==> run_1/met1.png <==
Scale: 6 px per µm.
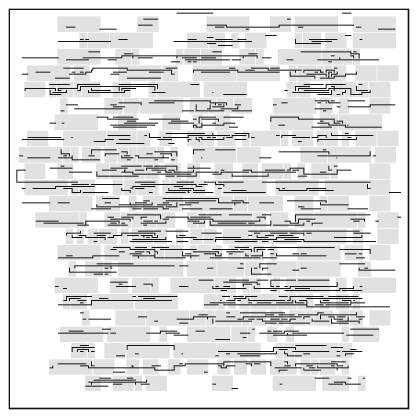
==> run_1/met2.png <==
Scale: 8 px per µm.
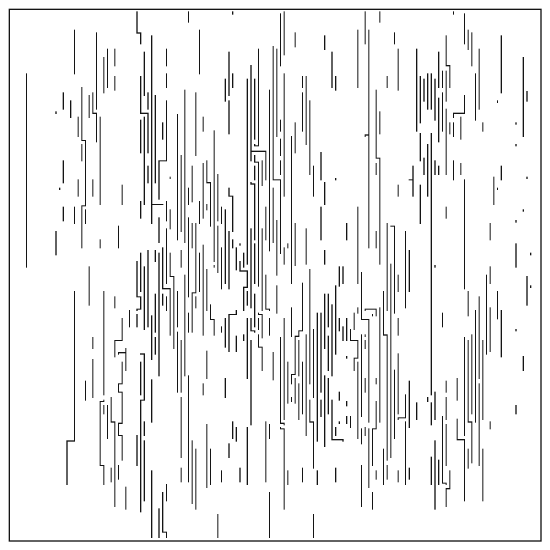
==> run_1/met3.png <==
Scale: 4 px per µm.
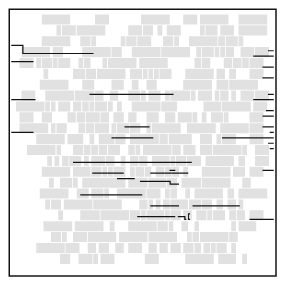
===== src/rtl/heartbeat_pkg.sv =====
`default_nettype none
// ============================================================================
//  Module      : heartbeat_pkg
//  Description : Shared types and default constants for the heartbeat
//                receive path (monitor FSM states, parameter defaults,
//                edge-counter width).
//  Revision    : 1.0 - initial release
// ============================================================================
package heartbeat_pkg;

    // Monitor link state
    typedef enum logic [1:0] {
        IDLE   = 2'd0,
        TRACK  = 2'd1,
        LOCKED = 2'd2
    } hb_state_t;

    // Default parameter values for heartbeat_monitor
    localparam int unsigned c_DEF_CNT_W      = 16;
    localparam int unsigned c_DEF_MIN_PERIOD = 4;
    localparam int unsigned c_DEF_TIMEOUT    = 1000;
    localparam int unsigned c_DEF_LOCK_COUNT = 4;

    // Width of the rising-edge counter (wraps 255 -> 0)
    localparam int unsigned c_EDGE_CNT_W     = 8;

endpackage : heartbeat_pkg
`default_nettype wire


===== src/rtl/hb_sync_edge.sv =====
`default_nettype none
// ============================================================================
//  Module      : hb_sync_edge
//  Description : Two-flop synchroniser for an asynchronous pad input followed
//                by a history flop, giving a clean synchronised level and a
//                one-cycle rising-edge strobe.
//  Ports       : clk      - system clock
//                rst      - synchronous active-high reset
//                sig_i    - asynchronous input level
//                sig_s_o  - synchronised level (second sync flop)
//                rise_o   - high for one cycle after a 0->1 on sig_s_o
//  Revision    : 1.0 - initial release
// ============================================================================
module hb_sync_edge (
    input  logic clk,
    input  logic rst,
    input  logic sig_i,
    output logic sig_s_o,
    output logic rise_o
);

    logic s1_q;
    logic s2_q;
    logic s3_q;

    always_ff @(posedge clk) begin
        if (rst) begin
            s1_q <= 1'b0;
            s2_q <= 1'b0;
            s3_q <= 1'b0;
        end else begin
            s1_q <= sig_i;
            s2_q <= s1_q;
            s3_q <= s2_q;
        end
    end

    assign sig_s_o = s2_q;
    assign rise_o  = s2_q & ~s3_q;

endmodule : hb_sync_edge
`default_nettype wire


===== src/rtl/heartbeat_monitor.sv =====
`default_nettype none
// ============================================================================
//  Module      : heartbeat_monitor
//  Description : Receive-side heartbeat checker. Synchronises sig_in, measures
//                the rise-to-rise period, declares the link alive after
//                LOCK_COUNT consecutive legal periods and raises sticky flags
//                for too-fast edges and loss of heartbeat while locked.
//  Ports       : clk, rst      - clock, synchronous active-high reset
//                sig_in        - heartbeat from pad (asynchronous)
//                clr_err       - clears err_fast / err_lost (set wins)
//                alive         - high while LOCKED
//                period        - last measured period in clk cycles
//                period_valid  - one-cycle pulse when period updates
//                edge_cnt      - count of detected rises (wrapping)
//                err_fast      - sticky: period < MIN_PERIOD seen
//                err_lost      - sticky: timeout while LOCKED
//  Revision    : 1.0 - initial release
// ============================================================================
module heartbeat_monitor
    import heartbeat_pkg::*;
#(
    parameter int unsigned CNT_W      = c_DEF_CNT_W,
    parameter int unsigned MIN_PERIOD = c_DEF_MIN_PERIOD,
    parameter int unsigned TIMEOUT    = c_DEF_TIMEOUT,
    parameter int unsigned LOCK_COUNT = c_DEF_LOCK_COUNT
) (
    input  logic                    clk,
    input  logic                    rst,
    input  logic                    sig_in,
    input  logic                    clr_err,
    output logic                    alive,
    output logic [CNT_W-1:0]        period,
    output logic                    period_valid,
    output logic [c_EDGE_CNT_W-1:0] edge_cnt,
    output logic                    err_fast,
    output logic                    err_lost
);

    localparam int unsigned GOOD_W = $clog2(LOCK_COUNT + 1);

    localparam logic [CNT_W-1:0]  c_CNT_LAST  = CNT_W'(TIMEOUT - 1);
    localparam logic [CNT_W-1:0]  c_MIN_P     = CNT_W'(MIN_PERIOD);
    localparam logic [GOOD_W-1:0] c_GOOD_SAT  = GOOD_W'(LOCK_COUNT);
    localparam logic [GOOD_W:0]   c_GOOD_LOCK = (GOOD_W + 1)'(LOCK_COUNT);

    // ------------------------------------------------------------------
    // Front end
    // ------------------------------------------------------------------
    logic rise;
    logic sync_level_unused;

    hb_sync_edge u_sync (
        .clk     (clk),
        .rst     (rst),
        .sig_i   (sig_in),
        .sig_s_o (sync_level_unused),
        .rise_o  (rise)
    );

    // ------------------------------------------------------------------
    // State
    // ------------------------------------------------------------------
    hb_state_t                 state_q, state_d;
    logic [CNT_W-1:0]          cnt_q, cnt_d;
    logic [GOOD_W-1:0]         good_q, good_d;
    logic [CNT_W-1:0]          period_q, period_d;
    logic                      pv_q, pv_d;
    logic [c_EDGE_CNT_W-1:0]   edge_q, edge_d;
    logic                      err_fast_q, err_fast_d;
    logic                      err_lost_q, err_lost_d;
    logic                      alive_q, alive_d;

    logic [CNT_W-1:0]          cnt_plus1;
    logic [GOOD_W:0]           good_inc;
    logic                      timeout;
    logic                      is_fast;
    logic                      set_fast;
    logic                      set_lost;

    // Period of the current rise; cnt never exceeds TIMEOUT-1 so this
    // cannot overflow CNT_W bits.
    assign cnt_plus1 = cnt_q + CNT_W'(1);
    assign is_fast   = (cnt_plus1 < c_MIN_P);
    // One bit wider so good+1 == LOCK_COUNT compares without truncation.
    assign good_inc  = {1'b0, good_q} + (GOOD_W + 1)'(1);
    // A rise in the same cycle takes priority over the timeout.
    assign timeout   = (cnt_q == c_CNT_LAST) & ~rise & (state_q != IDLE);

    always_comb begin
        state_d  = state_q;
        cnt_d    = cnt_q;
        good_d   = good_q;
        period_d = period_q;
        pv_d     = 1'b0;
        set_fast = 1'b0;
        set_lost = 1'b0;
        edge_d   = rise ? (edge_q + c_EDGE_CNT_W'(1)) : edge_q;

        case (state_q)
            IDLE: begin
                cnt_d = '0;
                if (rise) begin
                    // First edge only establishes the reference point.
                    state_d = TRACK;
                    good_d  = '0;
                end
            end

            TRACK: begin
                if (rise) begin
                    cnt_d    = '0;
                    period_d = cnt_plus1;
                    pv_d     = 1'b1;
                    if (is_fast) begin
                        set_fast = 1'b1;
                        good_d   = '0;
                    end else begin
                        if (good_q != c_GOOD_SAT) begin
                            good_d = good_inc[GOOD_W-1:0];
                        end
                        if (good_inc == c_GOOD_LOCK) begin
                            state_d = LOCKED;
                        end
                    end
                end else if (timeout) begin
                    // Never locked, so losing it is not an error.
                    state_d = IDLE;
                    cnt_d   = '0;
                end else begin
                    cnt_d = cnt_plus1;
                end
            end

            LOCKED: begin
                if (rise) begin
                    cnt_d    = '0;
                    period_d = cnt_plus1;
                    pv_d     = 1'b1;
                    if (is_fast) begin
                        set_fast = 1'b1;
                        good_d   = '0;
                        state_d  = TRACK;
                    end
                end else if (timeout) begin
                    set_lost = 1'b1;
                    state_d  = IDLE;
                    cnt_d    = '0;
                end else begin
                    cnt_d = cnt_plus1;
                end
            end

            default: begin
                state_d = IDLE;
                cnt_d   = '0;
                good_d  = '0;
            end
        endcase

        // Sticky flags: a set in the same cycle beats the clear.
        err_fast_d = set_fast | (err_fast_q & ~clr_err);
        err_lost_d = set_lost | (err_lost_q & ~clr_err);
        alive_d    = (state_d == LOCKED);
    end

    always_ff @(posedge clk) begin
        if (rst) begin
            state_q    <= IDLE;
            cnt_q      <= '0;
            good_q     <= '0;
            period_q   <= '0;
            pv_q       <= 1'b0;
            edge_q     <= '0;
            err_fast_q <= 1'b0;
            err_lost_q <= 1'b0;
            alive_q    <= 1'b0;
        end else begin
            state_q    <= state_d;
            cnt_q      <= cnt_d;
            good_q     <= good_d;
            period_q   <= period_d;
            pv_q       <= pv_d;
            edge_q     <= edge_d;
            err_fast_q <= err_fast_d;
            err_lost_q <= err_lost_d;
            alive_q    <= alive_d;
        end
    end

    assign alive        = alive_q;
    assign period       = period_q;
    assign period_valid = pv_q;
    assign edge_cnt     = edge_q;
    assign err_fast     = err_fast_q;
    assign err_lost     = err_lost_q;

endmodule : heartbeat_monitor
`default_nettype wire


===== config.mk =====
export PLATFORM = sky130hd
export DESIGN_NAME = heartbeat_monitor
export DESIGN_NICKNAME = d
export VERILOG_FILES = /design/src/rtl/heartbeat_pkg.sv /design/src/rtl/hb_sync_edge.sv /design/src/rtl/heartbeat_monitor.sv
export SDC_FILE = /design/constraint.sdc
export NUM_CORES = 1
export LEC_CHECK = 0
export ABC_AREA = 0
export CORE_UTILIZATION = 58
export CTS_CLUSTER_SIZE = 10
export DETAILED_ROUTE_END_ITERATION = 7
export HOLD_SLACK_MARGIN = 0.03
export PLACE_DENSITY = 0.84
export SKIP_LAST_GASP = 1
export SLEW_MARGIN = 20
export SYNTH_ARGS = -nofsm -noshare
export SYNTH_HDL_FRONTEND = slang
export SYNTH_SLANG_ARGS = --single-unit
export TNS_END_PERCENT = 10

===== constraint.sdc =====
create_clock -name clk -period 3.54 [get_ports clk]
set_input_delay 0.708 -clock clk [delete_from_list [all_inputs] [get_ports clk]]
set_output_delay 0.708 -clock clk [all_outputs]
set_load 0.03 [all_outputs]

==> flow_summary.toml, run 1 <==
# synthesis and place-and-route metrics
[drt]
drtIter0Drc = 112
drtPass1Iterations = 4
routed-wl-met2_um = 2154
wl_met3_um = 231
route.detailed.wl_per_inst_um = 13.11
top_layer = "met4"
route.layer.met1.wl_um = 2090

[yosys]
synth.top_cells.by_count = "52 x sky130_fd_sc_hd__dfxtp_1, 47 x sky130_fd_sc_hd__nor2_1, 17 x sky130_fd_sc_hd__nand2_1"
synth_largest_type_area_fraction_pct = 43.42
synth-warning-count = 0
synth_nets = 283
post_syn_instances = 271
synth.avg_cell_area_um2 = 8.846
async_flop_share_pct = 0
yosys.area.top_type = "sky130_fd_sc_hd__dfxtp_1"
post_synth_ao_oa_area_fraction_pct = 13.05
yosys.area_share.adder_pct = 4.175
yosys_area_mm2 = 0.002397
total_cells_reported_by_yosys_after_synthesis = 271
synth.cell_area_mm2 = 0.002397
synthMuxAreaShare_pct = 1.670
enable_flop_cells = 0
post-synth-top-count-cell = "sky130_fd_sc_hd__dfxtp_1"
yosysSeqAreaShare_pct = 43.42
simple_gate_area_share_pct = 25.26
synth_flops = 52
synth_cell_types = 49
leading_cell_types_by_total_area_after_synthesis = "sky130_fd_sc_hd__dfxtp_1 43%, sky130_fd_sc_hd__nor2_1 7.4%, sky130_fd_sc_hd__a211oi_1 5.0%"
post_synth_xor_area_fraction_pct = 7.307

[power_and_ir_drop]
pwr-share-seq_pct = 52.3
leakage_uw = 0.0009796
powerDensity_mw_per_mm2 = 419.4
peakVddDrop_uv = 313.0
pg_seq_uw = 617
p_switching_uw = 307.8
sw_frac_of_total_pct = 26.10
power_uw = 1179
comb_pwr_uw = 151
share_comb_of_total_power_pct = 12.8
p_clk_share_pct = 34.9
dominant_power_group = "registers"

[critical_path]
reg2reg_to = "good_q[2]"
critical_path.n_buffers_inverters = 0
worst_setup_path_startpoint = "cnt_q[0]"
worstSetupStartpointType = "flop"
worst_path_fanout_max = 8
path_cells = "ha_1 -> and4_2 -> nand4_1 -> nor3b_1 -> o2111ai_1 -> nor3_4 -> o31ai_1"
crit_end_element = "flop"
rr_worst_depth = 7
critical_path.endpoint = "good_q[2]"
master_of_the_slowest_instance_on_the_critical_path = "sky130_fd_sc_hd__dfxtp_1"
cp_num_cells = 7
cp_data_arrival_time_ns = 2.47
crit_required_ns = 3.76
peak_per_stage_delay_on_the_critical_path_ns = 0.42
rr_startpoint = "cnt_q[0]"
worst_path_dominant_cell_family = "simple AND/OR/NAND/NOR gates"
r2r_setup_slack_ns = 1.29
criticalPathCategory = "reg -> reg"

[cells_and_area]
signal_buffer_area_fraction_pct = 11.84
layout.area.top_class = "multi-input combinational cells"
regArea_mm2 = 0.001041
seq_share_pct = 37.03
synth_to_layout_area_growth_pct = 17.28
inverters_excl_clock = 7
finish.utilization_pct = 70.79
n_multi_input_combinational_cell = 195
mi_logic_area_mm2 = 0.001234
lay_top_cells = "52 x sky130_fd_sc_hd__dfxtp_1, 47 x sky130_fd_sc_hd__nor2_1, 31 x sky130_fd_sc_hd__clkdlybuf4s50_1"
comb_share_pct = 43.88
area_of_all_placed_cells_without_fillers_mm2 = 0.002811
fin_cells = 346
nClkBuffers = 5
clock_tree_area_fraction_pct = 4.094
num_antenna_cells = 0
layout_top_cell = "sky130_fd_sc_hd__dfxtp_1"
final_layout_size_suffix_gt1_share_pct = 7.432
layout.sequential_cells = 52
fill_cell_instance_count_of_the_final_layout = 322
signal_buffers = 34

[global_route]
global_route.usage.met1_pct = 27.47
grtUsageTotal_pct = 22.87
grt_max_degree = 37
global_route_wire_length_before_repair_um = 7672
grt_pass1_vias = 1742
grt_util_met2_pct = 37.88
antenna_violations_before_repair = 0
globalRoute.busiestLayer = "met2"
gr-total-overflow = 0

[floorplan]
core_util_floorplan_pct = 60.37
die_width_um = 66.29
rows = 23
tap-cell-count = 50
die_area_mm2 = 0.004394
die_y_um = 66.29
total_core_area_mm2 = 0.003971

[clocking]
cts_hold_buffers = 0
clock_latency_ns = 0.31
htreeDepth = 2
max-clock-path-buffers = 2
cts_resized = 0
clkSinkCount = 52
post_cts_buffers = 0
clk_transition_reported_paths_ns = 0.09
cts_root_buf = "sky130_fd_sc_hd__clkbuf_8"
cts_inserted_buffers = 5
cts_tree = "yes"

[worst_hold_path]
holdPathEnd = "u_sync.sig_s_o"
hold_path.startpoint = "u_sync.s1_q"
worstHoldPathCells = 1
min-delay-path-class = "reg -> reg"

[placement]
post_dp_cell_area_mm2 = 0.002696
numPlacedInstances = 338
pre_cts_ws_ns = 1.270
buffer_ports.inserted = 31

[timing]
relSlewSlack_pct = 49.28
number_of_max_slew_violations_in_the_final_report = 0
final_sum_of_negative_setup_slack_ns = 0
rsz0062_at_grt = "no"
timing.final.setup_violations = 0
final_period_minus_worst_setup_slack_ns = 2.249
timing_worst_slew_pin_value_ns = 0.7604
finClkSkew_ns = 0.01047
post-route-worst-setup-slack_ns = 1.291
min_period_over_period_pct = 63.54
holdWs_ns = 0.4420
maxClockFrequency_mhz = 444.6

[flow_run]
tool_warnings = 30

[status]
status = "complete, no violations"
About met1.png:
longest straight run: 22.5 µm
share of all routed wire: 46%
main direction: horizontal
nets with wire on the layer: 278
wire length on this layer: 2090 µm

About met2.png:
longest straight run: 32.6 µm
wire length on this layer: 2150 µm
nets with wire on the layer: 254
main direction: vertical

About met3.png:
longest straight run: 29.4 µm
main direction: horizontal
wire length on this layer: 231 µm
nets with wire on the layer: 30
share of all routed wire: 5.1%
Post-Route WL: 4536 µm
met3 Track Usage GR: 6.724%
total via count in the routed design: 1941

==> run_1/pins.png <==
Scale: 8 px per µm. Pins as bars across the die edge, other pins in grey.
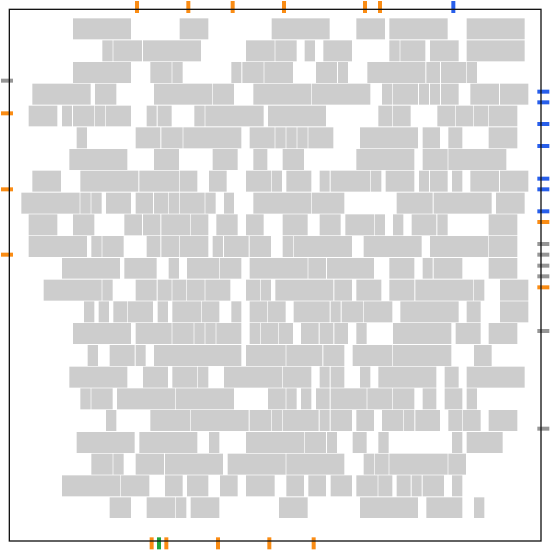

==> run 2: changes to the inputs <==
--- a/config.mk
+++ b/config.mk
@@ -6,11 +6,11 @@
 export NUM_CORES = 1
 export LEC_CHECK = 0
 export ABC_AREA = 0
-export CORE_UTILIZATION = 58
+export CORE_UTILIZATION = 49
 export CTS_CLUSTER_SIZE = 10
 export DETAILED_ROUTE_END_ITERATION = 7
 export HOLD_SLACK_MARGIN = 0.03
-export PLACE_DENSITY = 0.84
+export PLACE_DENSITY = 0.75
 export SKIP_LAST_GASP = 1
 export SLEW_MARGIN = 20
 export SYNTH_ARGS = -nofsm -noshare
==> constraint.sdc (replaced) <==
create_clock -name clk -period 2 [get_ports clk]
set_input_delay 0.4 -clock clk [delete_from_list [all_inputs] [get_ports clk]]
set_output_delay 0.4 -clock clk [all_outputs]
set_load 0.03 [all_outputs]
==> run_2/pins.png <==
Scale: 6 px per µm. Pins as bars across the die edge, other pins in grey.
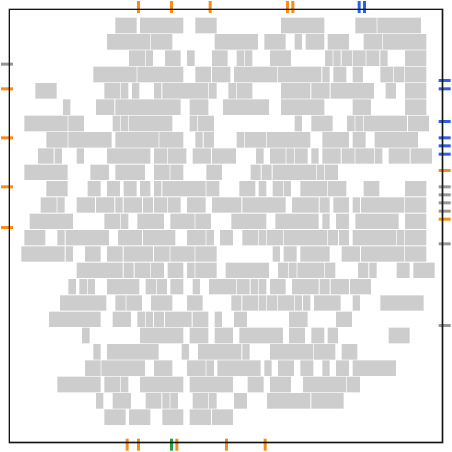
[green] `sig_in` | pins: 1 | direction: input | edge: bottom
[blue] `edge_cnt` | pins: 8 | direction: output | edge: 6 right, 2 top
[orange] `period` | pins: 16 | direction: output | edge: 5 top, 5 bottom, 4 left, 2 right
Die Height: 71.95 µm
number of input and output port buffers inserted: 31
horizontal die dimension: 71.95 µm

==> run_2/met2.png <==
Scale: 6 px per µm.
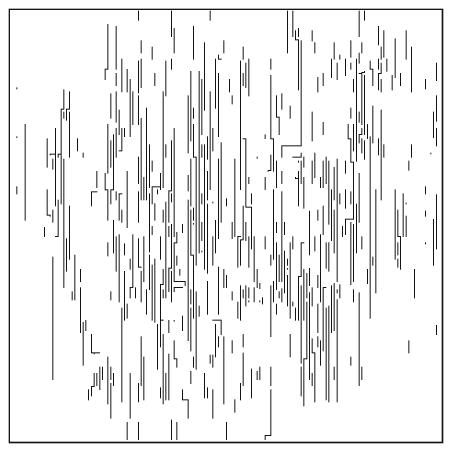
wire length on this layer: 2200 µm
longest straight run: 30.3 µm

==> flow_summary.toml, run 2 <==
# synthesis and place-and-route metrics
[cells_and_area]
layout.area.top_class = "multi-input combinational cells"
fill_cell_instance_count_of_the_final_layout = 403
layout.sequential_cells = 52
nClkBuffers = 6
synth_to_layout_area_growth_pct = 24.37
n_multi_input_combinational_cell = 195
seq_share_pct = 35.38
inverters_excl_clock = 7
lay_top_cells = "47 x sky130_fd_sc_hd__nor2_1, 45 x sky130_fd_sc_hd__dfxtp_1, 31 x sky130_fd_sc_hd__clkdlybuf4s50_1"
comb_share_pct = 42.72
layout_top_cell = "sky130_fd_sc_hd__nor2_1"
signal_buffer_area_fraction_pct = 14.60
finish.utilization_pct = 63.13
fin_cells = 375
area_of_all_placed_cells_without_fillers_mm2 = 0.002982
clock_tree_area_fraction_pct = 3.609
mi_logic_area_mm2 = 0.001274
num_antenna_cells = 0
final_layout_size_suffix_gt1_share_pct = 15.91
signal_buffers = 46
regArea_mm2 = 0.001055

[timing]
timing.final.setup_violations = 0
finClkSkew_ns = 0.01317
holdWs_ns = 0.4522
final_period_minus_worst_setup_slack_ns = 1.886
maxClockFrequency_mhz = 530.2
timing_worst_slew_pin_value_ns = 0.4572
min_period_over_period_pct = 94.31
post-route-worst-setup-slack_ns = 0.1138
rsz0062_at_grt = "yes"
relSlewSlack_pct = 69.34
final_sum_of_negative_setup_slack_ns = 0

[power_and_ir_drop]
comb_pwr_uw = 319
power_uw = 2105
p_clk_share_pct = 33.5
pg_seq_uw = 1080
sw_frac_of_total_pct = 25.66
pwr-share-seq_pct = 51.3
share_comb_of_total_power_pct = 15.2
p_switching_uw = 540.1
powerDensity_mw_per_mm2 = 705.9
peakVddDrop_uv = 491.8
dominant_power_group = "registers"

[global_route]
grt_util_met2_pct = 29.87
grt_pass1_vias = 1737
global_route.usage.met1_pct = 26.78
groute.layer.met3.usage_pct = 4.583
gr-total-overflow = 0
globalRoute.busiestLayer = "met2"
global_route_wire_length_before_repair_um = 8045
grtUsageTotal_pct = 19.82
grt_max_degree = 21

[yosys]
synth_largest_type_area_fraction_pct = 43.42
synth.cell_area_mm2 = 0.002397
synth.top_cells.by_count = "52 x sky130_fd_sc_hd__dfxtp_1, 47 x sky130_fd_sc_hd__nor2_1, 17 x sky130_fd_sc_hd__nand2_1"
yosys_area_mm2 = 0.002397
synth_flops = 52
post_synth_xor_area_fraction_pct = 7.307
synth_cell_types = 49
total_cells_reported_by_yosys_after_synthesis = 271
leading_cell_types_by_total_area_after_synthesis = "sky130_fd_sc_hd__dfxtp_1 43%, sky130_fd_sc_hd__nor2_1 7.4%, sky130_fd_sc_hd__a211oi_1 5.0%"
synth_nets = 283
post_synth_ao_oa_area_fraction_pct = 13.05
yosysSeqAreaShare_pct = 43.42
synth-warning-count = 0
post-synth-top-count-cell = "sky130_fd_sc_hd__dfxtp_1"
yosys.area_share.adder_pct = 4.175
post_syn_instances = 271
simple_gate_area_share_pct = 25.26

[critical_path]
cp_data_arrival_time_ns = 2.08
worst_path_dominant_cell_family = "simple AND/OR/NAND/NOR gates"
critical_path.n_buffers_inverters = 0
rr_startpoint = "cnt_q[2]"
r2r_setup_slack_ns = 0.11
crit_required_ns = 2.19
master_of_the_slowest_instance_on_the_critical_path = "sky130_fd_sc_hd__dfxtp_4"
reg2reg_to = "good_q[1]"
worstSetupStartpointType = "flop"
worst_path_fanout_max = 9
critical_path.endpoint = "good_q[1]"
cp_num_cells = 6
rr_worst_depth = 6
path_cells = "and4_4 -> and4_4 -> mux2i_1 -> o2111ai_2 -> nor3_4 -> o21ai_0"
peak_per_stage_delay_on_the_critical_path_ns = 0.40
worst_setup_path_startpoint = "cnt_q[2]"

[clocking]
clk_transition_reported_paths_ns = 0.10
max-clock-path-buffers = 2
clock_latency_ns = 0.31
cts_hold_buffers = 0
cts_resized = 0
htreeDepth = 2
clkSinkCount = 52
cts_tree = "yes"
post_cts_buffers = 0
cts_inserted_buffers = 5
cts_root_buf = "sky130_fd_sc_hd__clkbuf_8"

[status]
status = "complete, no violations"

[floorplan]
core_util_floorplan_pct = 50.75
total_core_area_mm2 = 0.004723
rows = 25
tap-cell-count = 67
die_area_mm2 = 0.005176

[drt]
wl_met3_um = 214
routed-wl-met2_um = 2201
route.detailed.wl_per_inst_um = 12.75
vias = 1980
drtIter0Drc = 106
postRouteWirelength_um = 4783
drc = 0
top_layer = "met4"
drtPass1Iterations = 5
route.layer.met1.wl_um = 2280

[worst_hold_path]
worstHoldPathCells = 1
hold_path.startpoint = "u_sync.s1_q"
min-delay-path-class = "reg -> reg"
holdPathEnd = "u_sync.sig_s_o"

[placement]
numPlacedInstances = 367
pre_cts_ws_ns = 0.03265

[flow_run]
tool_warnings = 31
==> run 3: changes to the inputs <==
--- a/config.mk
+++ b/config.mk
@@ -11,8 +11,9 @@
 export DETAILED_ROUTE_END_ITERATION = 7
 export HOLD_SLACK_MARGIN = 0.03
 export PLACE_DENSITY = 0.75
+export SKIP_CTS_REPAIR_TIMING = 1
 export SKIP_LAST_GASP = 1
-export SLEW_MARGIN = 20
+export SLEW_MARGIN = 15
 export SYNTH_ARGS = -nofsm -noshare
 export SYNTH_HDL_FRONTEND = slang
 export SYNTH_SLANG_ARGS = --single-unit
==> run_3/met1.png <==
Scale: 4 px per µm.
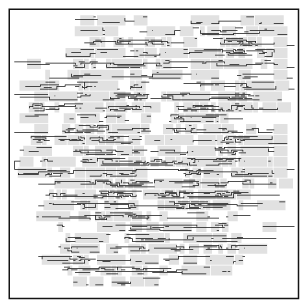
share of all routed wire: 48%
nets with wire on the layer: 293

==> flow_summary.toml, run 3 <==
# synthesis and place-and-route metrics
[timing]
relSlewSlack_pct = 69.34
rsz0062_at_grt = "yes"
timing_worst_slew_pin_value_ns = 0.4572
timing.final.setup_violations = 0
post-route-worst-setup-slack_ns = 0.1138
min_period_over_period_pct = 94.31
holdWs_ns = 0.4522
maxClockFrequency_mhz = 530.2
finClkSkew_ns = 0.01317
final_period_minus_worst_setup_slack_ns = 1.886
final_sum_of_negative_setup_slack_ns = 0

[critical_path]
cp_data_arrival_time_ns = 2.08
r2r_setup_slack_ns = 0.11
crit_required_ns = 2.19
rr_worst_depth = 6
most_repeated_library_cell_on_the_critical_path = "sky130_fd_sc_hd__and4_4"
worstSetupStartpointType = "flop"
worst_path_dominant_cell_family = "simple AND/OR/NAND/NOR gates"
critical_path.endpoint = "good_q[1]"
master_of_the_slowest_instance_on_the_critical_path = "sky130_fd_sc_hd__dfxtp_4"
path_cells = "and4_4 -> and4_4 -> mux2i_1 -> o2111ai_2 -> nor3_4 -> o21ai_0"
rr_startpoint = "cnt_q[2]"
worst_setup_path_startpoint = "cnt_q[2]"
reg2reg_to = "good_q[1]"
critical_path.n_buffers_inverters = 0
cp_num_cells = 6
peak_per_stage_delay_on_the_critical_path_ns = 0.40
worst_path_fanout_max = 9

[cells_and_area]
mi_logic_area_mm2 = 0.001274
seq_share_pct = 35.38
signal_buffer_area_fraction_pct = 14.60
final_layout_size_suffix_gt1_share_pct = 15.91
layout_top_cell = "sky130_fd_sc_hd__nor2_1"
synth_to_layout_area_growth_pct = 24.37
area_of_all_placed_cells_without_fillers_mm2 = 0.002982
n_multi_input_combinational_cell = 195
fill_cell_instance_count_of_the_final_layout = 403
comb_share_pct = 42.72
nets = 319
fin_cells = 375
clock_tree_area_fraction_pct = 3.609
inverters_excl_clock = 7
regArea_mm2 = 0.001055
finish.utilization_pct = 63.13
nClkBuffers = 6
num_antenna_cells = 0
signal_buffers = 46
layout.area.top_class = "multi-input combinational cells"
layout.sequential_cells = 52
lay_top_cells = "47 x sky130_fd_sc_hd__nor2_1, 45 x sky130_fd_sc_hd__dfxtp_1, 31 x sky130_fd_sc_hd__clkdlybuf4s50_1"

[global_route]
grtUsageTotal_pct = 19.82
grt_pass1_vias = 1737
gr-total-overflow = 0
global_route_wire_length_before_repair_um = 8045
grt_max_degree = 21

[drt]
postRouteWirelength_um = 4783
routed-wl-met2_um = 2201
vias = 1980
route.layer.met1.wl_um = 2280
top_layer = "met4"
wl_met3_um = 214
drtIter0Drc = 106
drtPass1Iterations = 5
drc = 0

[yosys]
synth_largest_type_area_fraction_pct = 43.42
synth.cell_area_mm2 = 0.002397
yosys_area_mm2 = 0.002397
yosys.area_share.adder_pct = 4.175
synth_cell_types = 49
synth.avg_cell_area_um2 = 8.846
simple_gate_area_share_pct = 25.26
post_syn_instances = 271
synth_flops = 52
post_synth_xor_area_fraction_pct = 7.307
total_cells_reported_by_yosys_after_synthesis = 271
synth_nets = 283
leading_cell_types_by_total_area_after_synthesis = "sky130_fd_sc_hd__dfxtp_1 43%, sky130_fd_sc_hd__nor2_1 7.4%, sky130_fd_sc_hd__a211oi_1 5.0%"
synth.top_cells.by_count = "52 x sky130_fd_sc_hd__dfxtp_1, 47 x sky130_fd_sc_hd__nor2_1, 17 x sky130_fd_sc_hd__nand2_1"
post_synth_ao_oa_area_fraction_pct = 13.05
synth-warning-count = 0
yosysSeqAreaShare_pct = 43.42
post-synth-top-count-cell = "sky130_fd_sc_hd__dfxtp_1"

[floorplan]
die_width_um = 71.95
die_y_um = 71.95
tap-cell-count = 67
total_core_area_mm2 = 0.004723
die_area_mm2 = 0.005176
core_util_floorplan_pct = 50.75
rows = 25

[power_and_ir_drop]
dominant_power_group = "registers"
pwr-share-seq_pct = 51.3
share_comb_of_total_power_pct = 15.2
sw_frac_of_total_pct = 25.66
power_uw = 2105
pg_seq_uw = 1080
p_clk_share_pct = 33.5
p_switching_uw = 540.1
comb_pwr_uw = 319
powerDensity_mw_per_mm2 = 705.9
peakVddDrop_uv = 491.8

[clocking]
cts_inserted_buffers = 5
clkSinkCount = 52
cts_root_buf = "sky130_fd_sc_hd__clkbuf_8"
cts_tree = "yes"
clk_transition_reported_paths_ns = 0.10
htreeDepth = 2
clock_latency_ns = 0.31
max-clock-path-buffers = 2

[placement]
buffer_ports.inserted = 31
numPlacedInstances = 367
gp_routability_congestion = 0.8676
pre_cts_ws_ns = 0.03265

[status]
status = "complete, no violations"

[worst_hold_path]
hold_path.startpoint = "u_sync.s1_q"
holdPathEnd = "u_sync.sig_s_o"
worstHoldPathCells = 1
min-delay-path-class = "reg -> reg"

[flow_run]
tool_warnings = 31
==> run_3/final_congestion.png <==
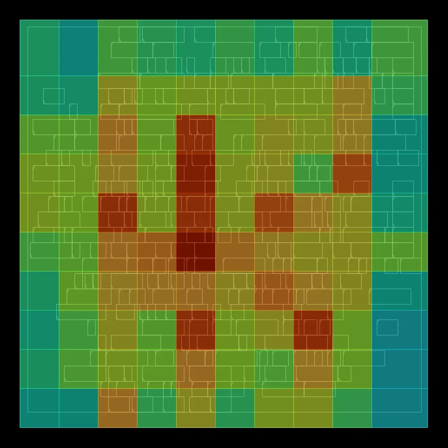
DR WL/cell: 12.75 µm
met3 Track Usage GR: 4.583%
met1 Use GR: 26.78%
GR met2 Demand/Resource: 29.87%
layer with the highest usage: met2

Power figures rest on the tool's default switching activity, not on a simulated workload.
